[src/rtl/gcd_pkg.sv]
// Shared types and constants for the subtract-and-compare GCD controller and datapath.
package gcd_pkg;

    localparam int DATA_W = 16;

    localparam logic SEL_A   = 1'b0;
    localparam logic SEL_B   = 1'b1;
    localparam logic BUS_EXT = 1'b1;
    localparam logic BUS_SUB = 1'b0;

    typedef enum logic [2:0] {
        IDLE,
        LOAD_A,
        LOAD_B,
        COMPARE,
        SUB_A,
        SUB_B,
        DONE,
        ERR
    } state_e;

endpackage

[src/rtl/gcd_iter_counter.sv]
// Saturating subtract-step counter; limit_o flags that MAX_ITER steps have been taken.
module gcd_iter_counter #(
    parameter int MAX_ITER = 65535
) (
    input  logic clk,
    input  logic rst_n,
    input  logic clr_i,
    input  logic inc_i,
    output logic limit_o
);
    localparam int CW = $clog2(MAX_ITER + 1);
    localparam logic [CW-1:0] LIMIT = CW'(MAX_ITER);

    logic [CW-1:0] cnt_q;

    assign limit_o = (cnt_q == LIMIT);

    always_ff @(posedge clk or negedge rst_n) begin
        if (!rst_n)
            cnt_q <= '0;
        else if (clr_i)
            cnt_q <= '0;
        else if (inc_i && !limit_o)
            cnt_q <= cnt_q + CW'(1);
    end

endmodule

[src/rtl/gcd_controller.sv]
// Control FSM for the GCD datapath: loads operands, steps subtractions until equal,
// and aborts with err once the iteration limit is reached.
module gcd_controller
    import gcd_pkg::*;
#(
    parameter int MAX_ITER = 65535
) (
    input  logic clk,
    input  logic rst_n,
    input  logic start,
    input  logic lt,
    input  logic gt,
    input  logic eq,
    output logic LdA,
    output logic LdB,
    output logic sel1,
    output logic sel2,
    output logic sel_in,
    output logic busy,
    output logic done,
    output logic err
);
    state_e state_q, state_d;
    logic   limit;

    gcd_iter_counter #(.MAX_ITER(MAX_ITER)) u_cnt (
        .clk    (clk),
        .rst_n  (rst_n),
        .clr_i  (state_q == LOAD_B),
        .inc_i  ((state_q == SUB_A) || (state_q == SUB_B)),
        .limit_o(limit)
    );

    always_comb begin
        state_d = state_q;
        unique case (state_q)
            IDLE:    if (start) state_d = LOAD_A;
            LOAD_A:  state_d = LOAD_B;
            LOAD_B:  state_d = COMPARE;
            // A flag-less compare is an illegal datapath state; finish rather than spin.
            COMPARE: begin
                if (eq)         state_d = DONE;
                else if (limit) state_d = ERR;
                else if (lt)    state_d = SUB_B;
                else if (gt)    state_d = SUB_A;
                else            state_d = DONE;
            end
            SUB_A:   state_d = COMPARE;
            SUB_B:   state_d = COMPARE;
            DONE:    state_d = IDLE;
            ERR:     state_d = IDLE;
            default: state_d = IDLE;
        endcase
    end

    // Outputs are registered from the next state, so they are a pure function of state_q.
    always_ff @(posedge clk or negedge rst_n) begin
        if (!rst_n) begin
            state_q <= IDLE;
            LdA     <= 1'b0;
            LdB     <= 1'b0;
            sel1    <= SEL_A;
            sel2    <= SEL_A;
            sel_in  <= BUS_SUB;
            busy    <= 1'b0;
            done    <= 1'b0;
            err     <= 1'b0;
        end else begin
            state_q <= state_d;
            LdA     <= (state_d == LOAD_A) || (state_d == SUB_A);
            LdB     <= (state_d == LOAD_B) || (state_d == SUB_B);
            sel1    <= (state_d == SUB_B) ? SEL_B : SEL_A;
            sel2    <= (state_d == SUB_A) ? SEL_B : SEL_A;
            sel_in  <= ((state_d == LOAD_A) || (state_d == LOAD_B)) ? BUS_EXT : BUS_SUB;
            busy    <= (state_d == LOAD_A) || (state_d == LOAD_B) || (state_d == COMPARE) ||
                       (state_d == SUB_A)  || (state_d == SUB_B);
            done    <= (state_d == DONE);
            err     <= (state_d == ERR) || (err && (state_d == IDLE));
        end
    end

endmodule

[config.mk]
export PLATFORM = sky130hd
export DESIGN_NAME = gcd_controller
export DESIGN_NICKNAME = d
export VERILOG_FILES = /design/src/rtl/gcd_pkg.sv /design/src/rtl/gcd_iter_counter.sv /design/src/rtl/gcd_controller.sv
export SDC_FILE = /design/constraint.sdc
export NUM_CORES = 1
export LEC_CHECK = 0
export CAP_MARGIN = 5
export CORE_MARGIN = 2
export CORE_UTILIZATION = 40
export CTS_CLUSTER_DIAMETER = 120
export DETAILED_ROUTE_END_ITERATION = 10
export PLACE_DENSITY = 0.59
export SYNTH_ARGS = -nofsm -noshare
export SYNTH_HDL_FRONTEND = slang
export SYNTH_HIERARCHICAL = 1
export SYNTH_SLANG_ARGS = --single-unit
[constraint.sdc]
create_clock -name clk -period 2.29 [get_ports clk]
set_input_delay 0.458 -clock clk [delete_from_list [all_inputs] [get_ports clk]]
set_output_delay 0.458 -clock clk [all_outputs]
set_load 0.01 [all_outputs]
**Nets reached from selected ports**

Scale: 4 px per µm.
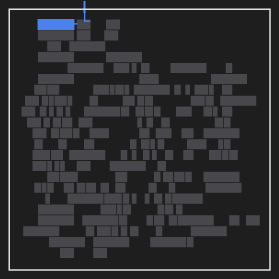
color	port	bits	direction	end cells	buffers	wire
blue	busy	1	output	1	1	5.20 µm
port bufs: 13
Ports: 14

**Signal metal coverage by tile**

Scale: 6 px per µm. The die is cut into 13 by 13 equal tiles; black is low, pale yellow is high, scaled to the fullest tile. Values are wire area over tile area, all layers added.
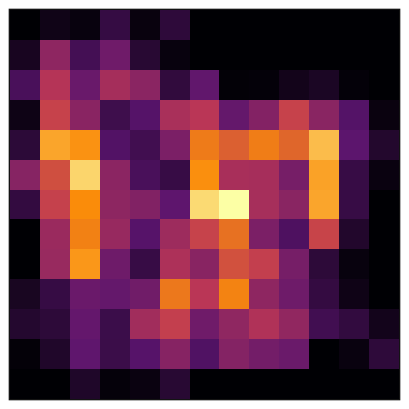
fullest tile	0.40
densest ninth of the die	center
nearly empty tiles	22%
tiles over half the peak	17%
mean over tiles	0.10

**Cell outlines without signal wires**

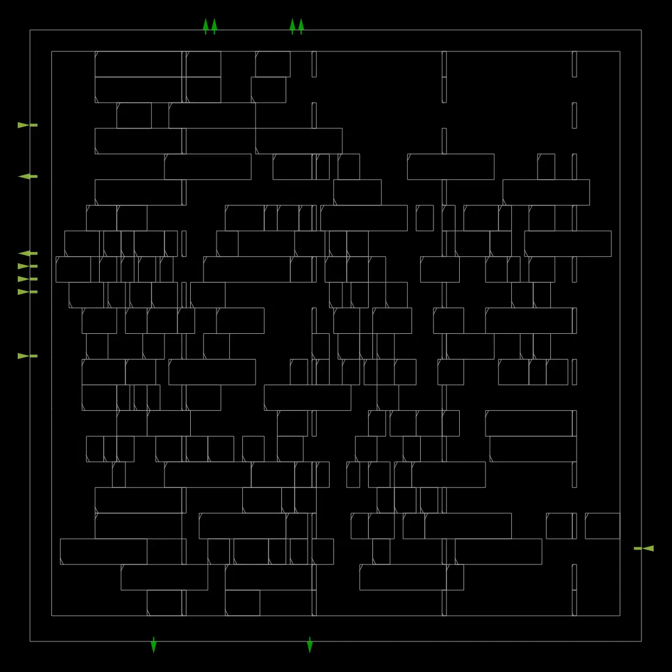
flip-flops: 27
Core Util, Final: 46.60%
core area: 3606 µm²
# rows: 22

**Sizing map**

Scale: 8 px per µm.
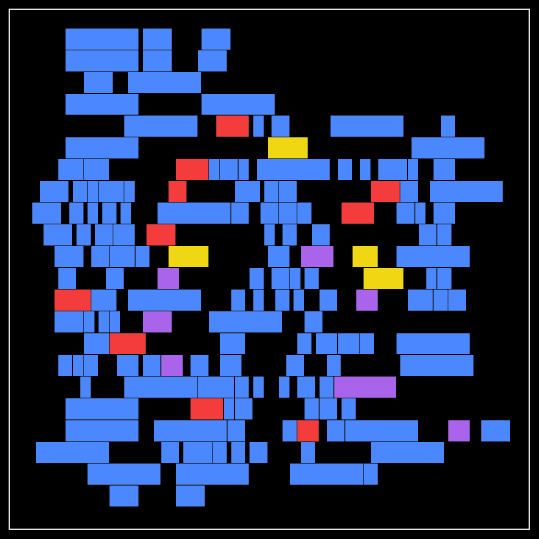
color	size	cells
red	_2 cells	10
purple	_3 and _4 cells	7
blue	_0 and _1 cells	142
yellow	_6 and larger	4

==> reports/qor.yml <==
clocking:
  post_cts_buffers: 0
  cts_tree: "done"
  cts_resized: 0
  cts_sinks: 27
  clockRootBuffer: "clkbuf_8"
  insertion_delay_ps: 280
yosys:
  ys_area_um2: 1480
  edf_count: 0
  area_leaders: "dfrtp_1 (46%), a21oi_1 (4.1%), nor2_1 (3.0%)"
  yosysCellCount: 150
  synth_seq_share_pct: 45.65
  top_cell: "dfrtp_1"
  yosys_warnings: 6
  ys_types: 48
die:
  initCoreUtil_pct: 41.05
  die_h_um: 64.83
  fp.dieArea_um2: 4203
place:
  gp_congestion: 0.7937
  pre_cts_ws_ps: 285.7
global_route:
  grt_max_degree: 28
  antenna_found_initial: 0
  gr-usage-all-layers_pct: 15.41
  overflow: 0
  grt_pass1_vias: 1174
sta:
  fin_worst_skew_ps: 4.909
  fin_crit_sh_pct: 88.02
  finalWorstSetupSlack_ps: 274.3
  hold_viol: 0
  worst_pin_slew_ps: 634.4
  setup_violations: 0
  fmax_mhz: 496.1
worst_setup_path:
  critPathTopFamily: "simple AND/OR/NAND/NOR gates"
  r2r_end: "state_q[1]"
  cp.arrival_ps: 2190
  cp.required_ps: 2470
  crit_buf_inv: 0
  r2r_slack_ps: 270
  worst-r2r-cell-count: 5
  startpoint: "u_cnt/cnt_q[13]"
finish:
  diodes: 0
  fin_cells: 211
status:
  status: "complete, no violations"
power_and_ir_drop:
  power.density_nw_per_um2: 805.9
  total_leakage_power_nw: 0.6580
  ir_worst_vdd_mv: 0.5026
run:
  maxCapViolations: 0
  warning_count: 26
drt:
  wl_met1_um: 1383
  wl_per_cell_um: 13.50
  drtIter0Drc: 53
==> layout by cell type (no fill, tap or decap), types with 2 or more instances in the layout <==
master and n:
dfrtp_1 27, clkdlybuf4s50_1 13, nor2_1 12, a21oi_1 12, nand2_1 10, nand3_1 7, nand2b_1 6, o21ai_0 6
nand4_1 5, nor4_1 5, or3_1 5, nor3_1 4, nor2b_1 4, buf_4 4, clkbuf_8 3, mux2_2 3
or4_1 3, and2b_1 2, a221oi_1 2, o21ai_1 2, o31ai_1 2
==> power breakdown <==
group	internal (mW)	total (mW)	leakage (nW)	switching, mW
combinational	0.220	0.458	0.267	0.238
clock	0.128	0.283	0.0261	0.155
sequential	0.548	0.614	0.365	0.0663
total	0.895	1.35	0.658	0.459
==> layout make-up <==
cell class | instances | area (µm²)
flip-flops and latches | 27 | 675.6
inverters | 1 | 3.754
fillers | 341 | 1926
well taps | 48 | 60.06
clock inverters | 1 | 8.758
repair buffers | 17 | 160.2
clock buffers | 3 | 41.29
multi-input cells | 114 | 730.7
==> worst max-delay path by stage <==
stage,end,depth (start not counted)
detailed placement,state_q[1],5
floorplan,u_cnt/cnt_q[10],7
global route,state_q[1],5
finish,state_q[1],5
global placement,sel1,5
CTS,state_q[1],5
==> state kept, by name (all words and copies together) (netlist names) <==
signal       flops
LdA              1
LdB              1
busy             1
done             1
err              1
sel1             1
sel2             1
sel_in           1
state_q          3
u_cnt/cnt_q     16
==> layer usage <==
metal | vias to the layer above | global-route usage, %
met2 | 14 | 25.90
li1 | 583 | -
met3 | 4 | 4.167
met5 | - | 0
met4 | 0 | 3.191
met1 | 555 | 19.91
==> through the flow <==
step                      instance area (µm²)  hold WS [ps]
after floorplan                          1480         162.4
after global placement                   1630         542.6
after detailed placement                 1630         526.8
after CTS                                1680         559.0
after global routing                     1680         574.9
final                                    1680         550.7
==> logic make-up (layout without fill, tap and decap cells) <==
family	count (synthesis)	in the layout	synth area share [%]
mux	4	4	2.958
simple gates	75	75	30.26
flops	27	27	45.65
compound gates	34	34	15.30
fa+ha+maj	1	1	0.8452
buf+inv	9	22	4.987
No activity file was given, so power comes from the tool's default toggle rates.
